**Placement view**

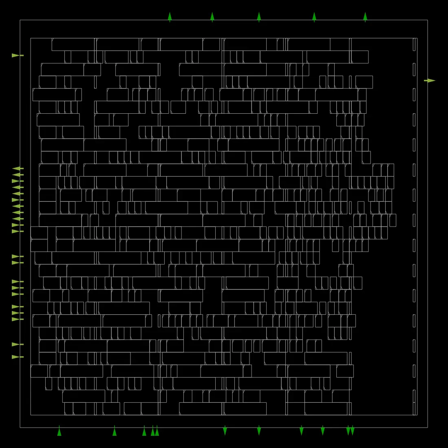
**Routed metal, one color a layer**

Scale: 3 px per um. Only two layers are drawn.
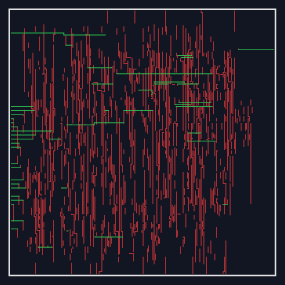
**Ports around the boundary**

Scale: 6 px per um. Pins as bars across the die edge, other pins in gray.
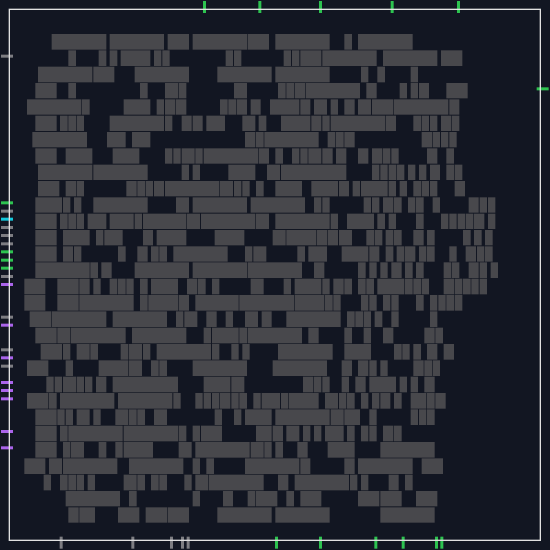
===== src/rtl/seq_shift_add_multiplier_if.sv =====
`default_nettype none
// ============================================================================
// Module   : seq_shift_add_multiplier_if
// Purpose  : Operand/product valid-ready bundle for seq_shift_add_multiplier.
// Revision : 1.0 - initial release
// ============================================================================
interface seq_shift_add_multiplier_if #(
  parameter int WIDTH = 8
);
  logic               in_valid;
  logic               in_ready;
  logic [WIDTH-1:0]   ina;
  logic [WIDTH-1:0]   inb;
  logic               out_valid;
  logic               out_ready;
  logic [2*WIDTH-1:0] out;
  logic               busy;

  modport master (
    output in_valid, ina, inb, out_ready,
    input  in_ready, out_valid, out, busy
  );

  modport slave (
    input  in_valid, ina, inb, out_ready,
    output in_ready, out_valid, out, busy
  );
endinterface
`default_nettype wire


===== src/rtl/seq_shift_add_multiplier.sv =====
`default_nettype none
// ============================================================================
// Module   : seq_shift_add_multiplier
// Purpose  : Multi-cycle unsigned WIDTH x WIDTH shift-add multiplier, one
//            multiplier bit per cycle. Optional: SEQ_MULT_EARLY_TERM_EN.
// Revision : 1.0 - initial release
// ============================================================================
module seq_shift_add_multiplier #(
  parameter int WIDTH = 8
) (
  input  logic                       clk,
  input  logic                       rst_n,
  seq_shift_add_multiplier_if.slave  bus
);

  localparam int PW    = 2 * WIDTH;
  localparam int CNT_W = $clog2(WIDTH);

  typedef enum logic [1:0] {
    S_IDLE = 2'd0,
    S_RUN  = 2'd1,
    S_DONE = 2'd2
  } state_t;

  state_t             r_state;
  state_t             w_state_next;
  logic [PW-1:0]      r_acc;
  logic [PW-1:0]      r_mcand;
  logic [PW-1:0]      r_out;
  logic [PW-1:0]      w_acc_sum;
  logic [WIDTH-1:0]   r_mplier;
  logic [CNT_W-1:0]   r_cnt;
  logic               w_last;

  assign w_acc_sum = r_mplier[0] ? (r_acc + r_mcand) : r_acc;

`ifdef SEQ_MULT_EARLY_TERM_EN
  // Finish once no set bits remain above the one consumed this cycle.
  assign w_last = (r_cnt == CNT_W'(WIDTH - 1)) || (r_mplier[WIDTH-1:1] == '0);
`else
  assign w_last = (r_cnt == CNT_W'(WIDTH - 1));
`endif

  always_ff @(posedge clk or negedge rst_n) begin
    if (!rst_n) begin
      r_state <= S_IDLE;
    end else begin
      r_state <= w_state_next;
    end
  end

  always_comb begin
    w_state_next = r_state;
    unique case (r_state)
      S_IDLE:  if (bus.in_valid)  w_state_next = S_RUN;
      S_RUN:   if (w_last)        w_state_next = S_DONE;
      S_DONE:  if (bus.out_ready) w_state_next = S_IDLE;
      default:                    w_state_next = S_IDLE;
    endcase
  end

  always_ff @(posedge clk or negedge rst_n) begin
    if (!rst_n) begin
      r_acc    <= '0;
      r_mcand  <= '0;
      r_mplier <= '0;
      r_cnt    <= '0;
      r_out    <= '0;
    end else begin
      unique case (r_state)
        S_IDLE: begin
          if (bus.in_valid) begin
            r_mcand  <= {{WIDTH{1'b0}}, bus.ina};
            r_mplier <= bus.inb;
            r_acc    <= '0;
            r_cnt    <= '0;
          end
        end
        S_RUN: begin
          r_acc    <= w_acc_sum;
          r_mcand  <= r_mcand << 1;
          r_mplier <= r_mplier >> 1;
          r_cnt    <= r_cnt + 1'b1;
          // Product register is separate so it survives the next operation's acc clear.
          if (w_last) begin
            r_out <= w_acc_sum;
          end
        end
        default: ;
      endcase
    end
  end

  assign bus.in_ready  = (r_state == S_IDLE);
  assign bus.out_valid = (r_state == S_DONE);
  assign bus.busy      = (r_state == S_RUN) || (r_state == S_DONE);
  assign bus.out       = r_out;

endmodule
`default_nettype wire


===== src/flat_wrapper.sv =====
// flat-port wrapper written by rule: the top's interface ports become plain ports
module seq_shift_add_multiplier_flat 
#(
  parameter int WIDTH = 8
)
  (clk, rst_n, bus_in_valid, bus_ina, bus_inb, bus_out_ready, bus_in_ready, bus_out_valid, bus_out, bus_busy);
  seq_shift_add_multiplier_if #(.WIDTH(WIDTH)) bus_i ();
  input  logic clk;
  input  logic rst_n;
  input wire logic [$bits(bus_i.in_valid)-1:0] bus_in_valid;
  input wire logic [$bits(bus_i.ina)-1:0] bus_ina;
  input wire logic [$bits(bus_i.inb)-1:0] bus_inb;
  input wire logic [$bits(bus_i.out_ready)-1:0] bus_out_ready;
  output wire logic [$bits(bus_i.in_ready)-1:0] bus_in_ready;
  output wire logic [$bits(bus_i.out_valid)-1:0] bus_out_valid;
  output wire logic [$bits(bus_i.out)-1:0] bus_out;
  output wire logic [$bits(bus_i.busy)-1:0] bus_busy;
  assign bus_i.in_valid = bus_in_valid;
  assign bus_i.ina = bus_ina;
  assign bus_i.inb = bus_inb;
  assign bus_i.out_ready = bus_out_ready;
  assign bus_in_ready = bus_i.in_ready;
  assign bus_out_valid = bus_i.out_valid;
  assign bus_out = bus_i.out;
  assign bus_busy = bus_i.busy;
  seq_shift_add_multiplier #(.WIDTH(WIDTH)) u_core (.clk(clk), .rst_n(rst_n), .bus(bus_i));
endmodule

===== config.mk =====
export PLATFORM = sky130hd
export DESIGN_NAME = seq_shift_add_multiplier_flat
export DESIGN_NICKNAME = d
export VERILOG_FILES = /design/src/rtl/seq_shift_add_multiplier_if.sv /design/src/rtl/seq_shift_add_multiplier.sv /design/src/flat_wrapper.sv
export SDC_FILE = /design/constraint.sdc
export NUM_CORES = 1
export LEC_CHECK = 0
export ABC_AREA = 1
export CORE_MARGIN = 2
export CORE_UTILIZATION = 50
export CTS_BUF_LIST = sky130_fd_sc_hd__clkbuf_4 sky130_fd_sc_hd__clkbuf_8
export CTS_CLUSTER_SIZE = 40
export DETAILED_ROUTE_END_ITERATION = 16
export PLACE_DENSITY = 0.72
export SYNTH_ARGS = -nofsm -noshare
export SYNTH_HDL_FRONTEND = slang
export SYNTH_SLANG_ARGS = --single-unit

===== constraint.sdc =====
create_clock -name clk -period 5.6 [get_ports clk]
set_input_delay 0.84 -clock clk [delete_from_list [all_inputs] [get_ports clk]]
set_output_delay 0.84 -clock clk [all_outputs]
set_load 0.05 [all_outputs]

==> metrics.cfg <==
[synth]
topCombFamilyByArea=simple AND/OR/NAND/NOR gates
synth-compound-area-share_pct=9.16
synthesis.area_um2=3550
synth_async_sr_flop_share_pct=100
ys_sh_adder_pct=7.61
ys_types=30
yosysSeqAreaShare_pct=43.0
ys.flops=61
yosysWarnings=0
avgSynthCellArea_um2=7.46
edf_count=0
yosys_cells=476

[global_routing]
grt_max_degree=62
antenna_found_initial=0
gr-total-overflow=0
grt_pass1_wl_um=14000

[final_layout]
seq_share_pct=36.3
clk_share_pct=5.44
final_cell_mix=nand2_1 (171), dfrtp_1 (61), inv_1 (57)
finalNonFillerCells=612
stdcell_area_um2=4210
nets=552
drive_gt1_share_pct=6.40
flop_area_um2=1530
logic_gates=339

[routing]
vias=3146
first_iter_violations=234

[min_path]
hold_depth=2
holdPathEnd=u_core.r_mplier[7]$_DFFE_PN0P_

[pwr]
power.share.clock_pct=18.0
powerSeq_uw=741
powerDensity_nw_per_um2=590
p_clk_uw=446
comb_power_share_pct=52.1
power.total_mw=2.48
p_seq_share_pct=29.9
p_comb_mw=1.29

[critical_path]
worstRegToRegCells=8
endpoint=bus_busy
worstSetupStartpointType=flip-flop
timing.critical_path.buf_inv=2
critical_path.top_delay_family=buffers and inverters
cp-end-kind=output port
regToRegEndpoint=u_core.r_mplier[3]$_DFFE_PN0P_
slowest_delay_ns=0.79

[final_timing]
max_clock_freq_mhz=373
relSlewSlack_pct=37.9
drv_slew=0
finClkSkew_ns=0.0106
layout_setup_ws_ns=2.92
fin_crit_sh_pct=47.9

[die]
ios=39
floorplan.core_util_pct=52.0
core_area_um2=6830

[clocking]
cts_setup_buffers=0
ctsResizeCount=0
clockBufferDepth=2
clock_sinks=61

[job]
warning_count=28

[status]
status=complete, no violations

Back to the opening pictures, 'placement view':
Post-Route Utilization: 61.6%
Fillers: 630
flop count: 61

Back to the opening pictures, 'routed metal, one color a layer':
Key: red = M2 [wire length 3810 um]; green = M3 [wire length 306 um]

Back to the opening pictures, 'ports around the boundary':
Key: green = bus_out [pins 16, direction output, edge 6 south, 5 north, 4 west, 1 east]; purple = bus_inb [pins 8, direction input, edge west]; cyan = bus_in_valid [pins 1, direction input, edge west]
die height: 88.3 um
die width: 88.3 um
port bufs: 38

==> state kept, by name, summed over array words and instances, names as in the netlist <==
name / count
u_core.r_cnt: 3
u_core.r_mcand: 16
u_core.r_acc: 16
u_core.r_state: 2
u_core.r_mplier: 8
u_core.bus.out: 16
==> metal layers <==
| metal | vias to the layer above | GRT usage, % | wire [um] | share of wire [%] |
|---|---|---|---|---|
| met5 | - | 0 | 0 | 0 |
| met4 | 0 | 7.85 | 87 | 1.1 |
| met3 | 7 | 3.17 | 306 | 3.8 |
| met2 | 71 | 37.2 | 3810 | 47 |
| met1 | 1483 | 32.1 | 3880 | 48 |
| li1 | 1585 | - | - | - |
